--- src/rtl/i2c_master_ctrl.sv ---
// Single-byte I2C master: START, {addr,rw}, ACK, one data byte, ACK/NACK, STOP.
// SCL is derived from a quarter-bit tick counter; SDA is an open-drain pull-low request.
module i2c_master_ctrl #(
   parameter int QTR_DIV = 250
) (
   input  logic       ref_clk,
   input  logic       reset,
   input  logic       cmd_valid,
   output logic       cmd_ready,
   input  logic       cmd_rw,
   input  logic [6:0] cmd_addr,
   input  logic [7:0] cmd_wdata,
   output logic       rsp_valid,
   output logic [7:0] rsp_rdata,
   output logic       rsp_nack,
   output logic       busy,
   output logic       scl_o,
   output logic       sda_drive_low,
   input  logic       sda_i,
   output logic [2:0] dbg_state
);

   // Handshake: a command is taken on a rising edge where cmd_valid and cmd_ready are
   // both high; the requester holds cmd_* stable until then. rsp_valid is a single-cycle
   // pulse with no back-pressure, and rsp_rdata/rsp_nack hold until the next accept.

   typedef enum logic [2:0] {
      IDLE     = 3'd0,
      START    = 3'd1,
      ADDR     = 3'd2,
      ADDR_ACK = 3'd3,
      DATA     = 3'd4,
      DATA_ACK = 3'd5,
      STOP     = 3'd6
   } state_t;

   state_t     state;
   state_t     state_nxt;
   logic [9:0] tick_cnt;
   logic [1:0] phase;
   logic [2:0] bit_cnt;
   logic [2:0] bit_idx;
   logic [7:0] addr_byte;
   logic [7:0] wdata_q;
   logic [7:0] rdata_q;
   logic       nack_q;
   logic       tick;
   logic       sample;
   logic       phase_end;
   logic       rw_q;

   assign tick      = (tick_cnt == 10'(QTR_DIV - 1));
   assign sample    = tick && (phase == 2'd2);
   assign phase_end = tick && (phase == 2'd3);
   assign bit_idx   = 3'd7 - bit_cnt;
   assign rw_q      = addr_byte[0];

   assign busy      = (state != IDLE);
   assign rsp_rdata = rdata_q;
   assign rsp_nack  = nack_q;
   assign dbg_state = state;

   always_ff @(posedge ref_clk) begin
      if (reset) begin
         state     <= IDLE;
         tick_cnt  <= '0;
         phase     <= '0;
         bit_cnt   <= '0;
         addr_byte <= '0;
         wdata_q   <= '0;
         rdata_q   <= '0;
         nack_q    <= 1'b0;
      end else begin
         state <= state_nxt;
         if (state == IDLE) begin
            tick_cnt <= '0;
            phase    <= '0;
            bit_cnt  <= '0;
            if (cmd_valid) begin
               addr_byte <= {cmd_addr, cmd_rw};
               wdata_q   <= cmd_wdata;
               rdata_q   <= '0;
               nack_q    <= 1'b0;
            end
         end else begin
            tick_cnt <= tick ? 10'd0 : tick_cnt + 10'd1;
            if (tick) phase <= phase + 2'd1;
            // bit_cnt wraps 7->0 on its own, so it is already zero for the next byte
            if (phase_end && (state == ADDR || state == DATA)) bit_cnt <= bit_cnt + 3'd1;
            if (sample) begin
               case (state)
                  ADDR_ACK: nack_q <= sda_i;
                  DATA:     if (rw_q) rdata_q <= {rdata_q[6:0], sda_i};
                  DATA_ACK: if (!rw_q && sda_i) nack_q <= 1'b1;
                  default:  ;
               endcase
            end
         end
      end
   end

   always_comb begin
      state_nxt     = state;
      cmd_ready     = 1'b0;
      rsp_valid     = 1'b0;
      scl_o         = 1'b1;
      sda_drive_low = 1'b0;
      case (state)
         IDLE: begin
            cmd_ready = !reset;
            if (cmd_valid && !reset) state_nxt = START;
         end
         START: begin
            sda_drive_low = phase[1];
            if (phase_end) state_nxt = ADDR;
         end
         ADDR: begin
            scl_o         = phase[1];
            sda_drive_low = !addr_byte[bit_idx];
            if (phase_end && bit_cnt == 3'd7) state_nxt = ADDR_ACK;
         end
         ADDR_ACK: begin
            scl_o = phase[1];
            // nack_q was captured at the end of phase 2, so it is valid here
            if (phase_end) state_nxt = nack_q ? STOP : DATA;
         end
         DATA: begin
            scl_o         = phase[1];
            sda_drive_low = !rw_q && !wdata_q[bit_idx];
            if (phase_end && bit_cnt == 3'd7) state_nxt = DATA_ACK;
         end
         DATA_ACK: begin
            scl_o = phase[1];
            if (phase_end) state_nxt = STOP;
         end
         STOP: begin
            scl_o         = (phase != 2'd0);
            sda_drive_low = (phase != 2'd3);
            if (phase_end) begin
               rsp_valid = !reset;
               state_nxt = IDLE;
            end
         end
         default: state_nxt = IDLE;
      endcase
   end

endmodule
--- config.mk ---
export PLATFORM = sky130hd
export DESIGN_NAME = i2c_master_ctrl
export DESIGN_NICKNAME = d
export VERILOG_FILES = /design/src/rtl/i2c_master_ctrl.sv
export SDC_FILE = /design/constraint.sdc
export NUM_CORES = 1
export LEC_CHECK = 0
export ABC_AREA = 1
export CELL_PAD_IN_SITES_DETAIL_PLACEMENT = 1
export CELL_PAD_IN_SITES_GLOBAL_PLACEMENT = 2
export CORE_MARGIN = 10
export CORE_UTILIZATION = 28
export CTS_BUF_LIST = sky130_fd_sc_hd__clkbuf_4 sky130_fd_sc_hd__clkbuf_8 sky130_fd_sc_hd__clkbuf_16
export CTS_CLUSTER_DIAMETER = 30
export DETAILED_ROUTE_END_ITERATION = 6
export PLACE_DENSITY_LB_ADDON = 0.1
export SLEW_MARGIN = 40
export SYNTH_ARGS = -nofsm -noshare
export SYNTH_HDL_FRONTEND = slang
export SYNTH_SLANG_ARGS = --single-unit
--- constraint.sdc ---
create_clock -name ref_clk -period 1.7 [get_ports ref_clk]
set_clock_uncertainty 0.05 [all_clocks]
set_input_delay 0.17 -clock ref_clk [delete_from_list [all_inputs] [get_ports ref_clk]]
set_output_delay 0.17 -clock ref_clk [all_outputs]
set_load 0.005 [all_outputs]
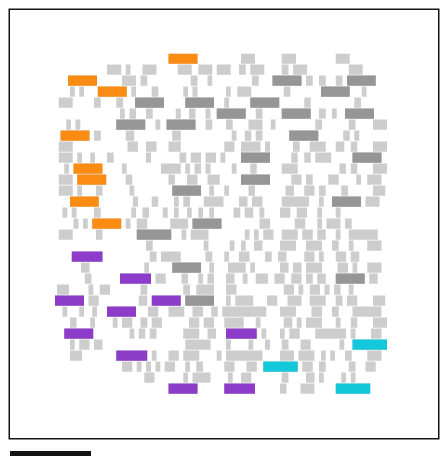
**Above:** run 1 (sequential cells colored by netlist name).
Scale bar: 20 um. Other sequential cells in the stronger gray, the rest of the logic in the fainter gray.
- tick_cnt: purple (placed flops 10)
- wdata_q: orange (placed flops 8)
- dbg_state: cyan (placed flops 3)
- not colored: 22

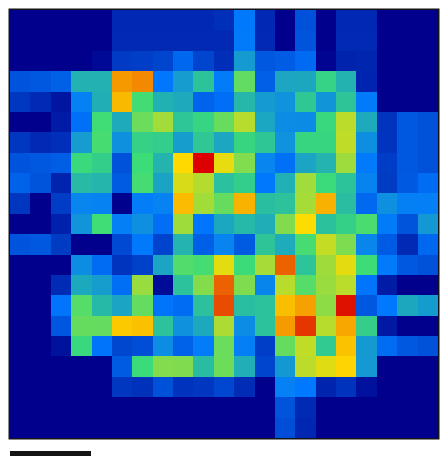
**Above:** run 1 (routed metal per tile).
Scale bar: 20 um. The die is cut into 21 by 21 equal tiles; dark blue is low, red is high, scaled to the fullest tile. Values are wire area over tile area, all layers added.
- emptiest ninth of the die: bottom left
- nearly empty tiles: 26%
- densest ninth of the die: middle

==> summary.txt, run 1 <==
impl run done, here's what came out: Worst Max-Slew Pin Slew 0.556 ns, worst-path cell chain inv_2 > ha_4 > nand3_4 > nor2_4 > nand2_2 > nor4_4 > buf_2, Cell area leaders dfxtp_1 (42%), nor2_1 (8.9%), nand2_1 (8.2%), flip-flops with a built-in enable 0, Synthesis Warnings 0, count leader, synth nor2_1, Port Buffers 36, Setup CP Type reg -> out, Mean Syn Cell Area 7.15 um^2, die area 11200 um^2, Arr. time, crit path 1.49 ns, pre-CTS WS -0.111 ns, CTS H-tree depth 2, P_seq 1.41 mW, final setup fails 1, asr flop ratio synth 0%, clock share of power 19.6%, Placed Cells 453, Slowest-stage cell, CP dfxtp_2, r2r setup slk 0.10 ns, yosys synthesis chip area 2070 um^2, drt pass-1 iters 4, Root Driver clkbuf_8, Vias/cell 4.65, core area 7210 um^2, Initial Util 28.6%, Chip Width 106 um, worst skew pair latency 0.29 ns, PD cells 1290 nW/um^2, CP Max Fanout 2, Crit. End Element primary output, antenna diode count 0, Top FF cell, synth dfxtp_1, final slew viol count 0, Clk pin slew, worst setup/hold paths 0.08 ns, met1 WL 2.76 mm, yosys cell count 289, Top power group combinational cells, clock buffer count from CTS 5, share of cells above drive strength 1 29.3%, CTS Sinks 43, gr ovfl total 0, HPWL after DPL 4.69 mm, Net Count, Synth 316, met2 WL 3.13 mm, setup ws final -0.00741 ns, initial antenna violation count 0, Peak VDD IR 0.432 mV, RSZ-0062 raised after global routing true, tool warnings 31, First DRT Iteration DRCs 50, Top-area cell share 41.7%, final instance area 3150 um^2, Setup crit start kind register, Pleak 1.29 nW, row count 31, worst path bufs/invs 2, Die Y-Extent 106 um, total negative slack -0.00741 ns, Post-Syn Area 2070 um^2, Placed Area 2810 um^2, Yosys cell types 27, Cells on Worst Hold Path 3, Top Ports 37, FF-to-FF Start dbg_state[1], post-route ant nets 0, Largest stage delay, worst path 0.33 ns, routed len/inst 13.2 um, Post-synth top cells nor2_1 (49), nand2_1 (45), dfxtp_1 (43), GRT busiest layer met2, vias in the first global route 2259, Final Power 4.06 mW, global-route wire length before repair 10.4 mm, GRT met3 Usage 2.66%, Vias 2177, crit share post-route 100%, Post-Syn Instances 289, combinational group share of total power 45.7%, routability cong. 0.797, fillers 899, failing checks negative setup slack, met1 Use GR 12.7%, Synth flops 43, NetSw 1.47 mW, fmax 586 MHz, number of flip-flops in the largest register 10, Clk. pwr 0.797 mW, post-layout util 43.6%, Net Sw Frac 36.1%, Top delay family on crit path simple AND/OR/NAND/NOR gates, register area share after synthesis 41.7%, outcome complete, but fails checks, Hold EP wdata_q[5], Worst Path Required 1.48 ns, hold path start cmd_wdata[5], cell internal pwr 2.60 mW, worst-case reg-to-reg path depth 10, highest metal used met4, final hold viol count 0, hold_ws 0.405 ns, Period minus WS final 1.71 ns, Reg with most FFs tick_cnt, maxcap violations 0, final wirelength 6.19 mm, largest net degree at the start of global routing 25, Cell Count, Final, Fillers Out 468, largest area contributor in the synthesized netlist dfxtp_1, met3 wire len 225 um, area grow syn2layout 52.3%
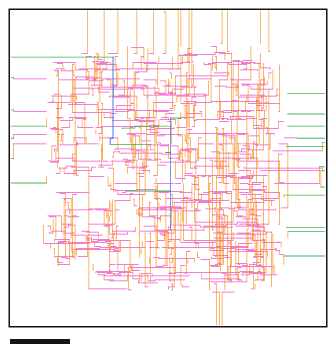
**Above:** run 1 (routed metal, one color a layer).
Scale bar: 20 um.
- metal 2: orange (wire length 3130 um)
- metal 1: magenta (wire length 2760 um)
- metal 3: green (wire length 225 um)
- metal 4: blue (wire length 67.6 um)

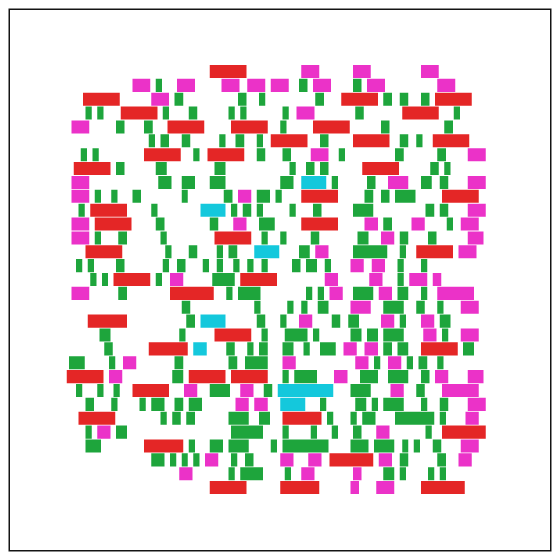
**Above:** run 1 (placement by cell class).
- remaining buffers and delay cells: magenta (cells 81; share of their area 24%)
- combinational and other logic: green (cells 238; share of their area 44%)
- sequential cells: red (cells 43; share of their area 29%)
- clock drivers and dummy loads: cyan (cells 7; share of their area 3.5%)

-- run 1: layout by cell type (no fill, tap or decap), drive strengths merged, types with 2 or more instances in the layout --
cell / netlist / layout
nor2: 52 / 52
nand2: 52 / 52
buf: 3 / 48
dfxtp: 43 / 43
clkdlybuf4s50: 0 / 31
o21ai: 30 / 30
inv: 28 / 28
a21oi: 27 / 27
nand3: 24 / 24
ha: 7 / 7
clkbuf: 5 / 6
o211ai: 4 / 4
nand4: 3 / 3
nor3b: 3 / 3
or2: 2 / 2
dlygate4sd2: 0 / 2
-- run 1: worst max-delay path by stage --
stage	startpoint	end	cells after the start
finish	tick_cnt[1]	rsp_valid	7
detailed placement	dbg_state[1]	sda_drive_low	5
floorplan	dbg_state[0]	rsp_rdata[1]	8
global route	tick_cnt[1]	rsp_valid	7
global placement	tick_cnt[1]	rsp_valid	7
CTS	tick_cnt[1]	rsp_valid	7
-- run 1: what timing repair did --
action / CTS / global route
setup endpoints to repair: 8 / 9
buffers inserted: 5 / 5
pin swaps: 3 / 22
hold buffers: 0 / 0
gates resized: 32 / 44
-- run 1: kinds of logic after synthesis --
kind of cell | after synthesis | synth area share (%)
buf+inv | 36 | 7.03
flops | 43 | 41.7
xor+xnor | 2 | 0.848
fa+ha+maj | 7 | 4.24
simple gates | 137 | 29.3
compound gates | 64 | 16.9
-- run 1: layout make-up --
| class | instances | area [um^2] | share of cell area (%) |
|---|---|---|---|
| clock buffer | 6 | 76.3 | 2.43 |
| inverter | 28 | 108 | 3.42 |
| multi-input combinational | 210 | 1210 | 38.6 |
| timing repair buffer | 81 | 713 | 22.7 |
| sequential | 43 | 882 | 28.0 |
| clock inverter | 1 | 30.0 | 0.954 |
| tap | 99 | 124 | 3.94 |
## Run 2: what changed since run 1
--- a/config.mk
+++ b/config.mk
@@ -6,13 +6,15 @@
 export NUM_CORES = 1
 export LEC_CHECK = 0
 export ABC_AREA = 1
+export ABC_CLOCK_PERIOD_IN_PS = 1700
 export CELL_PAD_IN_SITES_DETAIL_PLACEMENT = 1
 export CELL_PAD_IN_SITES_GLOBAL_PLACEMENT = 2
 export CORE_MARGIN = 10
-export CORE_UTILIZATION = 28
+export CORE_UTILIZATION = 29
 export CTS_BUF_LIST = sky130_fd_sc_hd__clkbuf_4 sky130_fd_sc_hd__clkbuf_8 sky130_fd_sc_hd__clkbuf_16
 export CTS_CLUSTER_DIAMETER = 30
 export DETAILED_ROUTE_END_ITERATION = 6
+export HOLD_SLACK_MARGIN = 0.06
 export PLACE_DENSITY_LB_ADDON = 0.1
 export SLEW_MARGIN = 40
 export SYNTH_ARGS = -nofsm -noshare
==> run 2 against run 1 <==
Against the previous run:
- critical endpoint is now scl_o
- sequential share of layout area grew 0.46 points
- maximum frequency grew 2.8%
- largest power group unchanged
- count of clock-buffer cells in the layout is the same
- global-route usage grew 0.29 points
- critical path depth is the same
- the flow now finishes without violations
==> summary.txt, run 2 <==
impl run done, here's what came out: Top power group combinational cells, Worst Hold Class in -> reg, area grow syn2layout 49.2%, yosys synthesis chip area 2070 um^2, largest net degree at the start of global routing 27, number of flip-flops in the largest register 10, Initial Util 30.1%, Top non-seq family simple AND/OR/NAND/NOR gates, highest metal used met4, met2 WL 2.97 mm, final setup fails 0, CTS H-tree depth 2, combinational gate area 1180 um^2, Reg with most FFs tick_cnt, register area share after synthesis 41.7%, Yosys cell types 27, Setup CP Type reg -> out, clock buffer count from CTS 5, Period minus WS final 1.66 ns, final hold viol count 0, adder share 4.24%, crit share post-route 97.7%, Arr. time, crit path 1.44 ns, pre-CTS WS -0.0861 ns, Net Sw Frac 36.4%, initial antenna violation count 0, Peak VDD IR 0.350 mV, final slew viol count 0, CTS tree built, Post-Syn Area 2070 um^2, cell internal pwr 2.56 mW, core area 6870 um^2, Max clock buf depth 2, routability cong. 0.777, met1 Use GR 14.4%, Largest stage delay, worst path 0.34 ns, Worst Path Required 1.48 ns, register area 878 um^2, r2r setup slk 0.12 ns, setup ws final 0.0392 ns, antenna diode count 0, yosys cell count 289, Mean Syn Cell Area 7.15 um^2, asr flop ratio synth 0%, Die Y-Extent 104 um, Post-Syn Instances 289, fillers 858, clock share of power 20.8%, First DRT Iteration DRCs 41, HPWL after DPL 4.80 mm, global-route wire length before repair 10.5 mm, Setup crit start kind register, Vias/cell 4.58, most numerous logic cells after layout nor2_1 (45), nand2_1 (39), buf_4 (35), dfxtp_1 (33), clkdlybuf4s50_1 (31), NetSw 1.47 mW, Post-synth top cells nor2_1 (49), nand2_1 (45), dfxtp_1 (43), Slowest-stage cell, CP dfxtp_2, drt pass-1 iters 4, Port Buffers 36, worst-path cell chain buf_4 > nand2_1 > nand2_1 > o21ai_1 > nand2_1 > inv_1 > dlygate4sd2_1, CP Max Fanout 4, vias in the first global route 2178, Top Ports 37, largest area contributor in the synthesized netlist dfxtp_1, Vias 2113, final instance area 3080 um^2, Pleak 1.27 nW, total track usage 11.3%, Top FF cell, synth dfxtp_1, PD cells 1310 nW/um^2, Slew HR 63.8%, DRC 0, cell mode on critical path nand2_1, gr ovfl total 0, Synth flops 43, Top delay family on crit path buffers and inverters, CTS Sinks 43, met3 wire len 201 um, Synthesis Warnings 0, Crit. End Element primary output, count leader, synth nor2_1, XOR-XNOR Cells, Area Fraction 0.848%, Top cell excl fill/tap nor2_1, row count 30, Chip Width 104 um, worst path bufs/invs 3, combinational cell power 1.77 mW, tool warnings 30, yosys simple share 29.3%, area fraction in mux cells 0%, Clk. pwr 0.838 mW, Cell area leaders dfxtp_1 (42%), nor2_1 (8.9%), nand2_1 (8.2%), worst skew pair latency 0.30 ns, die area 10900 um^2, post-route ant nets 0, Placed Area 2800 um^2, Root Driver clkbuf_8, maxcap violations 0, RSZ-0062 raised after global routing true, flip-flops with a built-in enable 0, P_seq 1.42 mW, combinational group share of total power 43.9%, Clk pin slew, worst setup/hold paths 0.09 ns, Layout Nets 391, AO/OA Area Share 16.9%, met1 WL 2.95 mm, share of cells above drive strength 1 26.0%, final wirelength 6.17 mm, Worst Max-Slew Pin Slew 0.538 ns, Net Count, Synth 316, Top-area cell share 41.7%, fmax 602 MHz, outcome finished clean, power share of the sequential group 35.3%
==> run 2: cell count changes in the layout (fill, tap and decap cells not counted), sizes merged <==
cell | before | now
buf | 48 | 42
clkinv | 0 | 1
dlygate4sd2 | 2 | 3
==> run 2: cell type report <==
class / instances / area share (%)
multi-input combinational: 210 / 38.4
sequential: 43 / 28.5
timing repair buffer: 76 / 21.9
tap: 96 / 3.90
inverter: 28 / 3.57
clock buffer: 6 / 2.68
clock inverter: 2 / 1.14
==> run 2: through the flow <==
step | instances | utilization, % | TNS [ns] | hold slack, ns | total power, mW
after global placement | 451 | 40.8 | -0.227 | 0.397 | 3.02
after global routing | 461 | 44.9 | -0.136 | 0.398 | 4.35
after floorplan | 289 | - | 0 | 0.255 | 2.24
final | 461 | 44.9 | 0 | 0.408 | 4.03
after detailed placement | 451 | 40.8 | -0.230 | 0.403 | 3.06
after CTS | 459 | 43.2 | 0 | 0.398 | 3.98
==> run 2: worst paths after layout <==
| path | from | depth (start not counted) | end |
|---|---|---|---|
| worst max-delay path | dbg_state[2] | 7 | scl_o |
| worst min-delay path | cmd_wdata[7] | 3 | wdata_q[7] |
| worst max register to register | dbg_state[0] | 9 | rsp_rdata[5] |
| worst min register to register | addr_byte[4] | 2 | addr_byte[4] |
==> run 2: cells by family after synthesis <==
logic type      Yosys count
fa+ha+maj                 7
xor+xnor                  2
simple gates            137
compound gates           64
buf+inv                  36
flops                    43
==> run 2: repair_timing <==
| item | in CTS | in global routing |
|---|---|---|
| hold buffers | 0 | 0 |
| hold endpoints to repair | 0 | 0 |
| cloned | 0 | 0 |
| setup endpoints to repair | 14 | 10 |
| pin swaps | 2 | 15 |
| buffers inserted | 0 | 2 |
| gates resized | 30 | 33 |
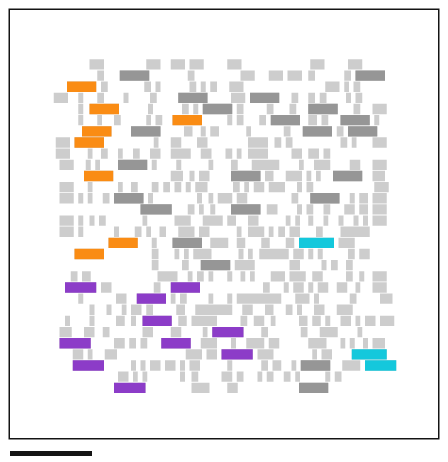
**Above:** run 2 (sequential cells colored by netlist name).
Scale bar: 20 um. Other sequential cells in the stronger gray, the rest of the logic in the fainter gray.
- wdata_q: orange (placed flops 8)
- dbg_state: cyan (placed flops 3)
- tick_cnt: purple (placed flops 10)

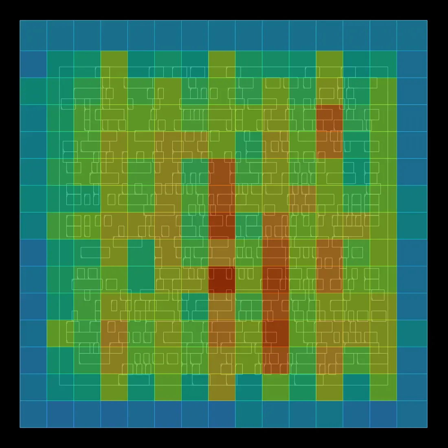
**Above:** run 2 (routing congestion map).
routed len/inst: 13.4 um
GRT busiest layer: met2
post-layout util: 44.9%
met2 Use GR: 18.6%
GRT met3 Usage: 2.66%

Power is estimated from default activity; no workload was simulated.
